$ cat config.mk
export PLATFORM = sky130hd
export DESIGN_NAME = mem_arbiter
export DESIGN_NICKNAME = d
export VERILOG_FILES = /design/src/rtl/mem_arbiter.sv
export SDC_FILE = /design/constraint.sdc
export NUM_CORES = 1
export LEC_CHECK = 0
export CELL_PAD_IN_SITES_DETAIL_PLACEMENT = 0
export CELL_PAD_IN_SITES_GLOBAL_PLACEMENT = 1
export CORE_MARGIN = 2
export CORE_UTILIZATION = 23
export CTS_BUF_LIST = sky130_fd_sc_hd__clkbuf_4 sky130_fd_sc_hd__clkbuf_8
export DETAILED_ROUTE_END_ITERATION = 16
export HOLD_SLACK_MARGIN = 0.06
export PLACE_DENSITY_LB_ADDON = 0.1
export SYNTH_ARGS = -nofsm -noshare
export SYNTH_HDL_FRONTEND = slang
export SYNTH_SLANG_ARGS = --single-unit
$ cat constraint.sdc
create_clock -name clk -period 1.6 [get_ports clk]
set_input_delay 0.32 -clock clk [delete_from_list [all_inputs] [get_ports clk]]
set_output_delay 0.32 -clock clk [all_outputs]
set_load 0.03 [all_outputs]
$ cat src/rtl/mem_arbiter.sv
// Two-channel (fetch / load-store) arbiter onto one single-port memory, with a 255-cycle watchdog.
// Define MEM_ARBITER_RR_EN for round-robin on simultaneous requests; default is fixed data priority.
module mem_arbiter #(
  parameter int DATA_W = 32,
  parameter int ADDR_W = 32
) (
  input  logic              clk,
  input  logic              rst_n,
  input  logic              InstrReq,
  input  logic [ADDR_W-1:0] InstrAddr,
  output logic [DATA_W-1:0] InstrRData,
  output logic              InstrValid,
  output logic              InstrErr,
  input  logic              DataReq,
  input  logic              DataWe,
  input  logic [ADDR_W-1:0] DataAddr,
  input  logic [DATA_W-1:0] DataWData,
  input  logic [2:0]        DataMemoryOp,
  output logic [DATA_W-1:0] DataRData,
  output logic              DataValid,
  output logic              DataErr,
  output logic              MemReq,
  output logic              MemWe,
  output logic [ADDR_W-1:0] MemAddr,
  output logic [DATA_W-1:0] MemWData,
  output logic [2:0]        MemOp,
  input  logic [DATA_W-1:0] MemRData,
  input  logic              MemReady,
  output logic              StallF,
  output logic              StallM
);

  typedef enum logic [1:0] {IDLE = 2'd0, INSTR = 2'd1, DATA = 2'd2} state_t;

  state_t            state_q, state_d;
  logic [7:0]        cnt_q, cnt_d;
  logic [ADDR_W-1:0] addr_q, addr_d;
  logic              we_q, we_d;
  logic [DATA_W-1:0] wdata_q, wdata_d;
  logic [2:0]        op_q, op_d;
  logic              grant_data;
  logic              busy;
  logic              done;

`ifdef MEM_ARBITER_RR_EN
  // Last-grant flag: 1 = data channel was granted last, 0 = fetch.
  logic last_data_q, last_data_d;
  assign grant_data = DataReq & (~InstrReq | ~last_data_q);
`else
  assign grant_data = DataReq;
`endif

  assign busy = (state_q == INSTR) || (state_q == DATA);
  // An access ends on MemReady, or on watchdog expiry when MemReady never came.
  assign done = busy && (MemReady || (cnt_q == 8'hFF));

  always_comb begin
    state_d = state_q;
    cnt_d   = cnt_q;
    addr_d  = addr_q;
    we_d    = we_q;
    wdata_d = wdata_q;
    op_d    = op_q;
`ifdef MEM_ARBITER_RR_EN
    last_data_d = last_data_q;
`endif
    case (state_q)
      IDLE: begin
        if (DataReq || InstrReq) begin
          cnt_d = '0;
          if (grant_data) begin
            state_d = DATA;
            addr_d  = DataAddr;
            we_d    = DataWe;
            wdata_d = DataWData;
            op_d    = DataMemoryOp;
          end else begin
            state_d = INSTR;
            addr_d  = InstrAddr;
            we_d    = 1'b0;
            wdata_d = '0;
            op_d    = 3'b010;
          end
`ifdef MEM_ARBITER_RR_EN
          last_data_d = grant_data;
`endif
        end
      end
      INSTR, DATA: begin
        if (done) state_d = IDLE;
        else      cnt_d   = cnt_q + 8'd1;
      end
      default: state_d = IDLE;
    endcase
  end

  always_ff @(posedge clk or negedge rst_n) begin
    if (!rst_n) begin
      state_q <= IDLE;
      cnt_q   <= '0;
      addr_q  <= '0;
      we_q    <= 1'b0;
      wdata_q <= '0;
      op_q    <= '0;
`ifdef MEM_ARBITER_RR_EN
      last_data_q <= 1'b0;
`endif
    end else begin
      state_q <= state_d;
      cnt_q   <= cnt_d;
      addr_q  <= addr_d;
      we_q    <= we_d;
      wdata_q <= wdata_d;
      op_q    <= op_d;
`ifdef MEM_ARBITER_RR_EN
      last_data_q <= last_data_d;
`endif
    end
  end

  assign MemReq   = busy;
  assign MemWe    = busy & we_q;
  assign MemAddr  = addr_q;
  assign MemWData = wdata_q;
  assign MemOp    = op_q;

  assign InstrValid = done && (state_q == INSTR);
  assign DataValid  = done && (state_q == DATA);
  assign InstrErr   = InstrValid & ~MemReady;
  assign DataErr    = DataValid & ~MemReady;
  // Read data is only forwarded on a real completion; a timeout returns zero.
  assign InstrRData = (InstrValid && MemReady) ? MemRData : '0;
  assign DataRData  = (DataValid && MemReady) ? MemRData : '0;

  assign StallF = InstrReq & ~InstrValid;
  assign StallM = DataReq & ~DataValid;

endmodule

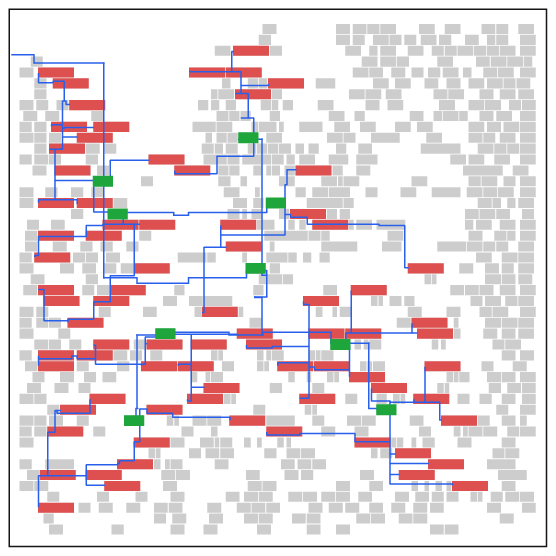
(run_1/clock_map.png)
Scale: 4 px per micron.
[green] cells driving clock nets | count: 9
[blue] clock wires | length: 1150 microns
[red] flip-flops | count: 78
flops lie	spread over the die
routed clock nets	10

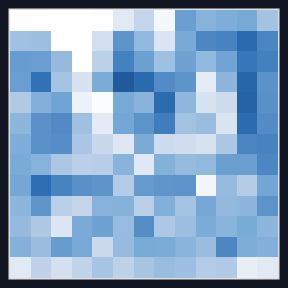
(run_1/density.png)
Scale: 2 px per micron. The die is cut into 13 by 13 equal tiles; white is low, dark blue is high, 0 to 100% covered.
densest ninth of the die	upper right
tiles over 75% full	4.7%
emptiest ninth of the die	upper left

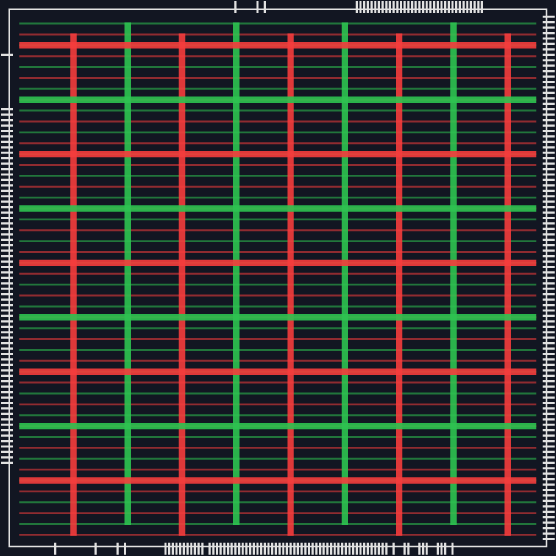
(run_1/pdn.png)
Scale: 4 px per micron. Pins as bars on the die edge.
colour	net
red	VSS
green	VDD
met5 straps	9
met4 straps	9
rows	47
met1 rails	48
signal pins	276
Core ar.: 0.0165 sq mm
peak supply drop: 0.923 mV
die height: 134 microns

==> run 1: cells in the mapped netlist (3+ instances only) <==
master / number / area [sq um]
sky130_fd_sc_hd__a22o_1: 36 / 315
sky130_fd_sc_hd__mux2i_1: 32 / 320
sky130_fd_sc_hd__buf_2: 9 / 45.0
sky130_fd_sc_hd__and2_1: 36 / 225
sky130_fd_sc_hd__nand2_1: 36 / 135
sky130_fd_sc_hd__dfrtp_1: 78 / 1950
sky130_fd_sc_hd__nand3_1: 3 / 15.0
sky130_fd_sc_hd__clkbuf_1: 19 / 71.3
sky130_fd_sc_hd__and3_1: 35 / 219
sky130_fd_sc_hd__nor2b_1: 4 / 25.0
sky130_fd_sc_hd__nand2b_1: 5 / 31.3
sky130_fd_sc_hd__ha_1: 4 / 50.1
sky130_fd_sc_hd__o21ai_0: 36 / 180
sky130_fd_sc_hd__inv_1: 4 / 15.0
==> run 1: cell type report <==
class,count,share of cell area [%]
clock buffer,10,1.68
multi-input combinational,261,27.0
inverter,4,0.192
sequential,78,25.0
tap,220,3.52
timing repair buffer,321,42.1
clock inverter,2,0.481
==> run 1: metrics by stage <==
stage	instance area, sq um	setup slack (ns)	power, mW
4_1_cts	7720	-0.567	12.8
5_1_grt	7810	-0.635	13.6
2_1_floorplan	4040	-0.294	7.63
3_3_place_gp	7120	-0.278	11.2
6_report	7810	-0.537	12.8
3_5_place_dp	7120	-0.285	11.2
==> run 1: final timing paths <==
path,start,slack [ns],end
worst max-delay path,state_q[1]$_DFFE_PN0P_,-0.54,InstrRData[3]
worst min-delay path,DataReq,0.46,state_q[0]$_DFFE_PN0P_
worst max register to register,state_q[1]$_DFFE_PN0P_,-0.28,cnt_q[5]$_DFFE_PN0P_
worst min register to register,MemAddr[30]$_DFFE_PN0P_,0.47,MemAddr[30]$_DFFE_PN0P_
max in group asynchronous,rst_n,0.74,cnt_q[3]$_DFFE_PN0P_
min in group asynchronous,rst_n,0.52,MemWData[17]$_DFFE_PN0P_
==> run 1: critical path, cell delays in order, from the launching register on <==
cell and delay [ns]:
sky130_fd_sc_hd__dfrtp_1 0.37, sky130_fd_sc_hd__inv_2 0.06, sky130_fd_sc_hd__ha_4 0.28, sky130_fd_sc_hd__buf_6 0.10
sky130_fd_sc_hd__and3_4 0.23, sky130_fd_sc_hd__buf_12 0.16, sky130_fd_sc_hd__and2_4 0.15, sky130_fd_sc_hd__buf_6 0.12
==> run 1: registers in the layout, summed over array words and instances (netlist names) <==
signal and flops:
MemAddr 32, MemOp 3, MemWData 32, cnt_q 8, state_q 2, we_q 1
==> run 1: cell families after synthesis <==
| kind of cell | synth area share, % |
|---|---|
| simple gates | 19.5 |
| compound gates | 16.8 |
| flops | 50.3 |
| buf+inv | 3.87 |
| mux | 8.25 |
| fa+ha+maj | 1.29 |
==> run 1: report_power, final <==
| group | internal [mW] | switching, mW | total (mW) |
|---|---|---|---|
| Clock | 0.704 | 0.697 | 1.40 |
| Sequential | 2.85 | 0.425 | 3.28 |
| Combinational | 3.48 | 4.61 | 8.09 |
==> impl_metrics.yaml, run 1 <==
# physical design summary
run_status:
  run_status: "complete, but fails checks"
  violations: "setup timing"
final_timing:
  final.setup.worst_slack_ns: -0.537
  hold-worst-slack_ns: 0.462
  max_freq_mhz: 468
  finalSetupTns_ns: -34.51
  worst_pin_slew_ns: 0.426
  worst_slew_margin_rel_pct: 71.6
  worst_clock_skew_ns: 0.00600
  timing.final.setup_violations: 81
  layout_worst_path_cycle_share_pct: 134
  report.final.slew_viol_count: 0
  hold_viol: 0
  grt_setup_unrepaired: "true"
  final_period_minus_worst_setup_slack_ns: 2.14
clock_network:
  numClockSinks: 78
  ctsRootBufferMaster: "sky130_fd_sc_hd__clkbuf_8"
  ctsHtreeMaxLevel: 3
  numCtsBuffers: 9
  tritoncts_clock_tree: "yes"
  cts_max_path_buffers: 2
  cts_hold_buffers: 1
  clock_latency_ns: 0.36
  cts-resized-gates: 176
detailed_routing:
  routed_wire_length_mm: 15.4
  drt_first_pass_iters: 4
  dr_wl_met2_mm: 7.74
  drt_first_iter_violations: 115
  post_drt_wl_per_cell_microns: 17.1
  detailroute.via_count: 4041
  wl_met1_mm: 5.66
  routed.top_layer: "met5"
  met3_length_mm: 1.71
  route.antenna.remaining_nets: 0
  drt-vias-per-instance: 4.51
grt:
  grt_use_total_pct: 16.9
  grt_start_max_net_pins: 79
  grt_antenna_before_repair: 1
  groute.layer.met1.usage_pct: 18.0
  first_global_vias: 4197
  grt_pass1_wl_mm: 23.4
  overflow: 0
  groute.layer.met2.usage_pct: 30.1
  globalRoute.busiestLayer: "met2"
cells_and_area:
  areaGrowthSynthToFinish_pct: 101
  seq_area_sq_mm: 0.00195
  area_occupied_by_multi_input_gates_sq_mm: 0.00211
  final_cell_mix: "sky130_fd_sc_hd__clkdlybuf4s50_1, sky130_fd_sc_hd__dfrtp_1, sky130_fd_sc_hd__buf_6"
  final_net_count: 816
  num-fill-cells: 1549
  finish.utilization_pct: 47.3
  layout_top_cell: "sky130_fd_sc_hd__clkdlybuf4s50_1"
  final-instance-count-excl-fill: 896
  count_of_antenna_diodes_in_the_layout: 0
floorplanning:
  rows: 47
  die-width_microns: 134
  fp_util_pct: 23.5
logic_synthesis:
  synth-warning-count: 0
  synthDistinctLibCells: 42
  synthCells: 373
  synth-edff-count: 0
  synth.avg_cell_area_sq_um: 10.4
  fp_nets: 514
  synth.yosys.seq_area_share_pct: 50.3
  ys_async_sr_fraction_pct: 100
  netlist_area_sq_mm: 0.00388
  yosys.stat.chipArea_sq_mm: 0.00388
  synth-main-ff-cell: "sky130_fd_sc_hd__dfrtp_1"
  cells_yosys: 373
  ys.flops: 78
critical_path:
  crit_path_max_fanout: 16
  crit_path_start_kind: "register"
  critPathCaptureType: "output pin"
  cp_data_arrival_time_ns: 1.82
  rr_worst_depth: 9
  critPathKind: "reg2out"
  cp_data_required_time_ns: 1.28
run:
  warning_count: 31
  max_cap_viol_count: 0
place:
  dp.cells: 875
  gp_routability_congestion: 0.847
  port-buffer-count: 275
min_path:
  holdCritPathClass: "in2reg"
  min_path_cells: 3
pwr:
  power_density_of_the_placed_cells_mw_per_mm2: 1630
  power.static_leakage_nw: 3.68
==> inputs of run 2 (changes only) <==
- GPL_TIMING_DRIVEN: unset -> 0
==> run 2 against run 1 <==
Compared with the run above:
- the flow still finishes with violations (setup timing)
- final area is 1.6% lower
- largest power group unchanged
- via count is 1.1% higher
- highest routed layer unchanged
- critical path type unchanged
- power is 1.2% lower
- critical endpoint is now StallM
- global-route usage is 0.19 points higher
==> impl_metrics.yaml, run 2 <==
# physical design summary
final_timing:
  final_period_minus_worst_setup_slack_ns: 2.27
  layout_worst_path_cycle_share_pct: 142
  worst_pin_slew_ns: 0.445
  grt_setup_unrepaired: "true"
  hold_viol: 0
  max_freq_mhz: 441
  report.final.slew_viol_count: 0
  final.setup.worst_slack_ns: -0.668
  timing.final.setup_violations: 80
  worst_slew_margin_rel_pct: 70.4
floorplanning:
  rows: 47
  core_area_sq_mm: 0.0165
  fp_util_pct: 23.5
clock_network:
  tritoncts_clock_tree: "yes"
  numCtsBuffers: 9
  numClockSinks: 78
  cts_max_path_buffers: 2
  ctsHtreeMaxLevel: 3
logic_synthesis:
  top_cell: "sky130_fd_sc_hd__dfrtp_1"
  synth.avg_cell_area_sq_um: 10.4
  synth-warning-count: 0
  xor_area_share_pct: 0
  synth-main-ff-cell: "sky130_fd_sc_hd__dfrtp_1"
  simple_gate_area_share_pct: 19.5
  cells_yosys: 373
  netlist_area_sq_mm: 0.00388
  synthCells: 373
  synth.top_cells.by_area: "sky130_fd_sc_hd__dfrtp_1, sky130_fd_sc_hd__mux2i_1, sky130_fd_sc_hd__a22o_1"
  yosysTopAreaCellShare_pct: 50.3
  ys.flops: 78
  yosys-top-cells-count: "sky130_fd_sc_hd__dfrtp_1, sky130_fd_sc_hd__a22o_1, sky130_fd_sc_hd__and2_1, sky130_fd_sc_hd__nand2_1, sky130_fd_sc_hd__o21ai_0"
  post_synth_fa_ha_maj_area_fraction_pct: 1.29
  synthTopLogicFamily: "simple AND/OR/NAND/NOR gates"
  synth-edff-count: 0
  yosys-mux-area-fraction_pct: 8.25
  synthDistinctLibCells: 42
  synth.yosys.seq_area_share_pct: 50.3
  ys_async_sr_fraction_pct: 100
  fp_nets: 514
  yosys.stat.chipArea_sq_mm: 0.00388
  synth.cellmix.compoundShare_pct: 16.8
  netlist.top_cell.by_area: "sky130_fd_sc_hd__dfrtp_1"
detailed_routing:
  routed_wire_length_mm: 15.7
  drt_first_pass_iters: 4
  drt-vias-per-instance: 4.53
  route.antenna.remaining_nets: 0
  drt_first_iter_violations: 93
critical_path:
  critPathKind: "reg2out"
  cp_data_required_time_ns: 1.28
  critPathCaptureType: "output pin"
  crit_path_max_fanout: 5
  cp_data_arrival_time_ns: 1.95
grt:
  grt_antenna_before_repair: 1
  overflow: 0
  grt_start_max_net_pins: 49
  grt_pass1_wl_mm: 23.7
  first_global_vias: 4241
pwr:
  power_density_of_the_placed_cells_mw_per_mm2: 1640
  power_mw: 12.6
  power.static_leakage_nw: 3.69
cells_and_area:
  areaGrowthSynthToFinish_pct: 98.0
  count_of_antenna_diodes_in_the_layout: 0
  final_cell_area_excluding_filler_cells_sq_mm: 0.00769
  final-instance-count-excl-fill: 903
  layout_top_cell: "sky130_fd_sc_hd__clkdlybuf4s50_1"
  final_cell_mix: "sky130_fd_sc_hd__clkdlybuf4s50_1, sky130_fd_sc_hd__dfrtp_1, sky130_fd_sc_hd__dlygate4sd2_1"
  final_net_count: 820
place:
  port-buffer-count: 275
  dp.cells: 869
run_status:
  violations: "setup timing"
  run_status: "complete, but fails checks"
min_path:
  holdCritPathClass: "in2reg"
run:
  max_cap_viol_count: 0
  warning_count: 31
==> run 2: cell counts after synthesis <==
No cell type changed its count.
==> run 2: logic make-up (layout without fill, tap and decap cells) <==
kind of cell,Yosys count,count (layout)
flops,78,78
mux,32,32
simple gates,135,135
fa+ha+maj,4,4
compound gates,90,90
buf+inv,34,344
==> run 2: critical path: stages (launching register included) <==
cell                      delay (ns)
sky130_fd_sc_hd__dfrtp_1        0.37
sky130_fd_sc_hd__inv_2          0.07
sky130_fd_sc_hd__ha_4           0.27
sky130_fd_sc_hd__buf_8          0.10
sky130_fd_sc_hd__nand4_1        0.09
sky130_fd_sc_hd__o21ai_2        0.22
sky130_fd_sc_hd__buf_6          0.15
sky130_fd_sc_hd__and2_4         0.16
sky130_fd_sc_hd__nor2b_4        0.04
sky130_fd_sc_hd__buf_6          0.13
==> run 2: layer usage <==
metal,global-route usage [%],routed length [microns],vias up
met4,5.02,227,2
li1,-,-,1945
met1,18.7,5840,1925
met5,0,12,-
met2,29.8,7870,199
met3,7.60,1730,16
==> run 2: where the power goes <==
part | internal (mW) | total (mW) | leakage [nW] | switching (mW)
registers | 2.85 | 3.31 | 0.984 | 0.463
logic | 3.14 | 7.71 | 2.61 | 4.58
clock network | 0.806 | 1.58 | 0.102 | 0.776
==> run 2: area by class of cell <==
type / count / area, sq um
repair buffers: 296 / 2920
clock buffers: 11 / 151
fillers: 1574 / 8840
plain buffers: 29 / 224
multi-input cells: 261 / 2100
well taps: 220 / 275
clock inverters: 4 / 55.1
flip-flops and latches: 78 / 1950
inverters: 4 / 15.0
==> run 2: final timing paths <==
check / from / endpoint / slack, ns / cells after the start
worst max-delay path: state_q[0]$_DFFE_PN0P_ / StallM / -0.67 / 9
worst min-delay path: InstrReq / state_q[0]$_DFFE_PN0P_ / 0.40 / 3
worst max register to register: state_q[0]$_DFFE_PN0P_ / cnt_q[3]$_DFFE_PN0P_ / -0.34 / 8
worst min register to register: MemAddr[31]$_DFFE_PN0P_ / MemAddr[31]$_DFFE_PN0P_ / 0.48 / 2
max in group asynchronous: rst_n / cnt_q[2]$_DFFE_PN0P_ / 0.57 / 3
min in group asynchronous: rst_n / MemWData[17]$_DFFE_PN0P_ / 0.43 / 2
==> run 2: timing repair <==
item                                   4_1_cts  5_1_grt
pin swaps                                    9       35
cloned                                       0        3
resized                                    456      193
hold buffers                                 1        0
setup endpoints to repair                  211      134
buffers inserted                             9        7
endpoints found under the hold margin       30        0
==> run 2: metrics by stage <==
stage,TNS (ns),hold slack [ns]
detailed placement,-112.74,0.289
CTS,-40.67,0.424
finish,-38.52,0.404
floorplan,-6.33,0.0244
global placement,-312.14,0.466
global route,-44.84,0.419
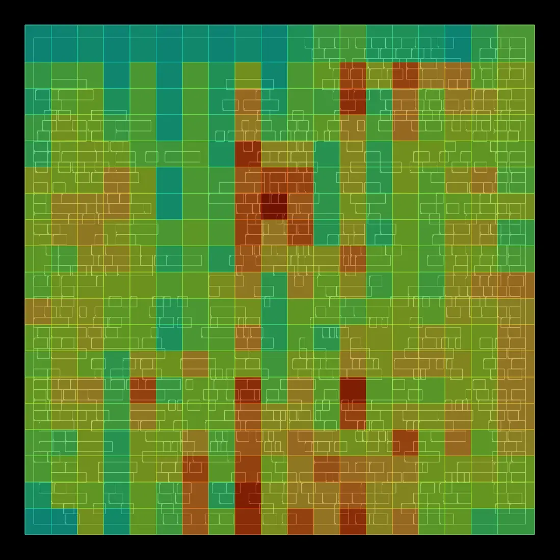
(run_2/final_congestion.png)
post-detailed-route wirelength per cell: 17.4 microns
met1 global-route usage: 18.7%
final core utilization: 46.5%

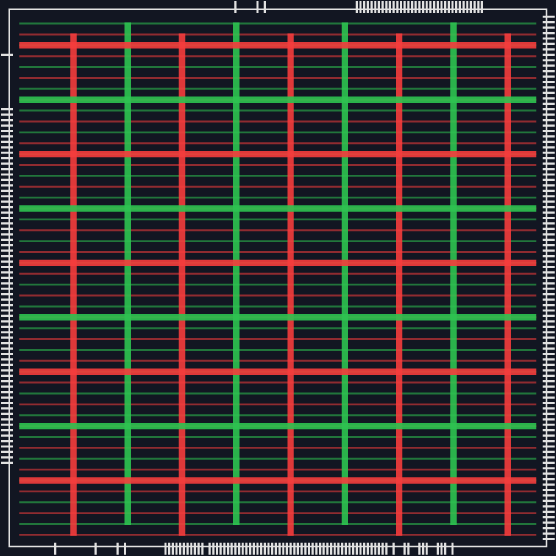
(run_2/pdn.png)
Scale: 4 px per micron. Pins as bars on the die edge.
colour	net
red	VSS
green	VDD
met4 straps	9
signal pins	276
met5 straps	9
met1 rails	48
rows	47
DIE WIDTH: 134 microns
peak supply drop: 1.01 mV

==> inputs of run 3 (changes only) <==
- CTS_CLUSTER_SIZE: unset -> 14
- MAX_ROUTING_LAYER: unset -> met4
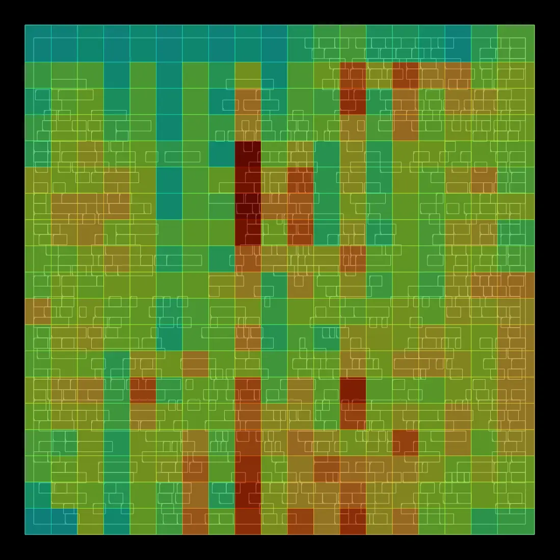
(run_3/final_congestion.png)
met1 global-route usage: 19.2%
final core utilization: 46.5%
met3 capacity usage during global routing: 6.58%

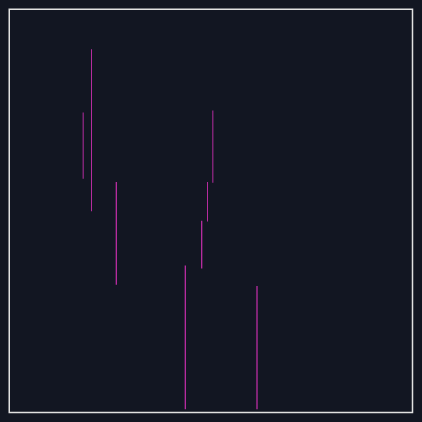
(run_3/met4.png)
Scale: 3 px per micron.
share of all routed wire	1.6%
nets with wire on the layer	4
wire length on this layer	250 microns
longest straight run	53.7 microns
main direction	vertical
routed wire length: 15.7 mm
routed via count: 4082

==> run 3 against run 2 <==
Compared with the run above:
- the flow still finishes with violations (setup timing)
- critical path depth unchanged
- synthesized area unchanged
- sequential share of layout area about the same
- cell count up 0.11%
- core utilization about the same
- first-iteration DRC count unchanged
- clock skew about the same
- fmax about the same
- non-clock buffer count unchanged
- combinational power about the same
- largest cell class unchanged
- largest power group unchanged
==> impl_metrics.yaml, run 3 <==
# physical design summary
cells_and_area:
  final_net_count: 820
  areaGrowthSynthToFinish_pct: 98.0
  layout_top_cell: "sky130_fd_sc_hd__clkdlybuf4s50_1"
  num-fill-cells: 1573
  final_cell_mix: "sky130_fd_sc_hd__clkdlybuf4s50_1, sky130_fd_sc_hd__dfrtp_1, sky130_fd_sc_hd__dlygate4sd2_1"
  final-instance-count-excl-fill: 904
logic_synthesis:
  synthCells: 373
  yosys-mux-area-fraction_pct: 8.25
  simple_gate_area_share_pct: 19.5
  synthDistinctLibCells: 42
  synth-warning-count: 0
  fp_nets: 514
  top_cell: "sky130_fd_sc_hd__dfrtp_1"
  synth.yosys.seq_area_share_pct: 50.3
  netlist.top_cell.by_area: "sky130_fd_sc_hd__dfrtp_1"
  yosysTopAreaCellShare_pct: 50.3
  synthTopLogicFamily: "simple AND/OR/NAND/NOR gates"
  netlist_area_sq_mm: 0.00388
  post_synth_fa_ha_maj_area_fraction_pct: 1.29
  cells_yosys: 373
  synth.cellmix.compoundShare_pct: 16.8
critical_path:
  critPathKind: "reg2out"
  r2r-start: "state_q[0]$_DFFE_PN0P_"
  cp_data_required_time_ns: 1.28
  rr_worst_depth: 8
  cp_data_arrival_time_ns: 1.95
  crit_path_start_kind: "register"
  timing.rr.end: "cnt_q[3]$_DFFE_PN0P_"
grt:
  grt_pass1_wl_mm: 23.7
  grt_use_total_pct: 17.5
  grt_antenna_before_repair: 1
  overflow: 0
pwr:
  pwr-share-clk_pct: 12.6
  internal-power_mw: 6.79
  power_mw: 12.6
  power_switching_share_pct: 46.1
  power_density_of_the_placed_cells_mw_per_mm2: 1640
  combPwrFrac_pct: 61.2
run_status:
  run_status: "complete, but fails checks"
  violations: "setup timing"
clock_network:
  numClockSinks: 78
  ctsHtreeMaxLevel: 3
  numCtsBuffers: 9
  tritoncts_clock_tree: "yes"
  clock_latency_ns: 0.36
run:
  max_cap_viol_count: 0
place:
  gp_routability_congestion: 0.847
detailed_routing:
  route.antenna.remaining_nets: 0
  drt_first_pass_iters: 4
  post_drt_wl_per_cell_microns: 17.4
  drt-vias-per-instance: 4.52
  drt_first_iter_violations: 93
final_timing:
  final_period_minus_worst_setup_slack_ns: 2.27
  worst_clock_skew_ns: 0.00717
  layout_worst_path_cycle_share_pct: 142
  worst_pin_slew_ns: 0.447
  final.setup.worst_slack_ns: -0.668
  grt_setup_unrepaired: "true"
  timing.final.setup_violations: 80
  worst_slew_margin_rel_pct: 70.2
  hold-worst-slack_ns: 0.404
floorplanning:
  core_area_sq_mm: 0.0165
  fp_util_pct: 23.5
  rows: 47
min_path:
  min_path_cells: 3
  hold_path_end: "state_q[0]$_DFFE_PN0P_"
  holdCritPathClass: "in2reg"
[run 3: cell counts after synthesis]
No cell type changed its count.
[run 3: critical path: stages, from the launching register on]
cell and delay (ns):
sky130_fd_sc_hd__dfrtp_1 0.37, sky130_fd_sc_hd__inv_2 0.07, sky130_fd_sc_hd__ha_4 0.27, sky130_fd_sc_hd__buf_8 0.10
sky130_fd_sc_hd__nand4_1 0.09, sky130_fd_sc_hd__o21ai_2 0.22, sky130_fd_sc_hd__buf_6 0.15, sky130_fd_sc_hd__and2_4 0.16
sky130_fd_sc_hd__nor2b_4 0.04, sky130_fd_sc_hd__buf_6 0.13
[run 3: how the worst max path moves through the flow]
stage                                 startpoint              endpoint  slack, ns  cells past startpoint
after floorplan           state_q[1]$_DFFE_PN0P_                StallM      -0.29                      8
after global placement                     rst_n  cnt_q[5]$_DFFE_PN0P_      -2.62                      1
after detailed placement                MemReady         InstrRData[7]      -1.23                      6
after CTS                 state_q[0]$_DFFE_PN0P_                StallM      -0.67                      9
after global routing      state_q[0]$_DFFE_PN0P_                StallM      -0.78                      9
final                     state_q[0]$_DFFE_PN0P_                StallM      -0.67                      9
[run 3: cells by family after synthesis]
group | Yosys count
simple gates | 135
compound gates | 90
flops | 78
buf+inv | 34
mux | 32
fa+ha+maj | 4
[run 3: final cells by class]
cell class | instances | area (sq um) | share of cell area, %
tap | 220 | 275 | 3.58
antenna | 1 | 2.50 | 0.0325
multi-input combinational | 261 | 2100 | 27.3
clock inverter | 4 | 55.1 | 0.716
timing repair buffer | 296 | 2920 | 37.9
clock buffer | 11 | 151 | 1.97
inverter | 4 | 15.0 | 0.195
sequential | 78 | 1950 | 25.4
buffer | 29 | 224 | 2.91
[run 3: through the flow]
step	worst slack, ns	utilization, %	setup TNS [ns]
floorplan	-0.294	-	-6.33
global placement	-2.62	42.8	-312.14
detailed placement	-1.23	42.9	-112.74
CTS	-0.671	44.6	-40.67
global route	-0.781	46.5	-44.66
finish	-0.668	46.5	-38.55
[run 3: power groups by stage]
stage,Combinational [mW],Clock (mW),Sequential (mW)
3_3_place_gp,7.50,0,3.36
4_1_cts,7.35,1.64,3.32
6_report,7.71,1.58,3.31
5_1_grt,8.23,1.71,3.45
2_1_floorplan,2.66,0,4.97
3_5_place_dp,7.59,0,3.37
[run 3: layer usage]
metal | routed length [microns] | vias up | track usage [%]
li1 | - | 1949 | -
met1 | 6030 | 1917 | 19.2
met2 | 7840 | 200 | 29.9
met3 | 1600 | 16 | 6.58
met4 | 250 | 0 | 5.02
met5 | 0 | - | -
[run 3: repair_timing]
| item | in CTS | in global routing |
|---|---|---|
| setup endpoints to repair | 211 | 135 |
| gates resized | 456 | 193 |
| gates cloned | 0 | 3 |
| hold buffers | 1 | 0 |
| pin swaps | 9 | 35 |
| hold endpoints to repair | 30 | 0 |
| buffers inserted | 9 | 7 |
No activity file was given, so power comes from the tool's default toggle rates.
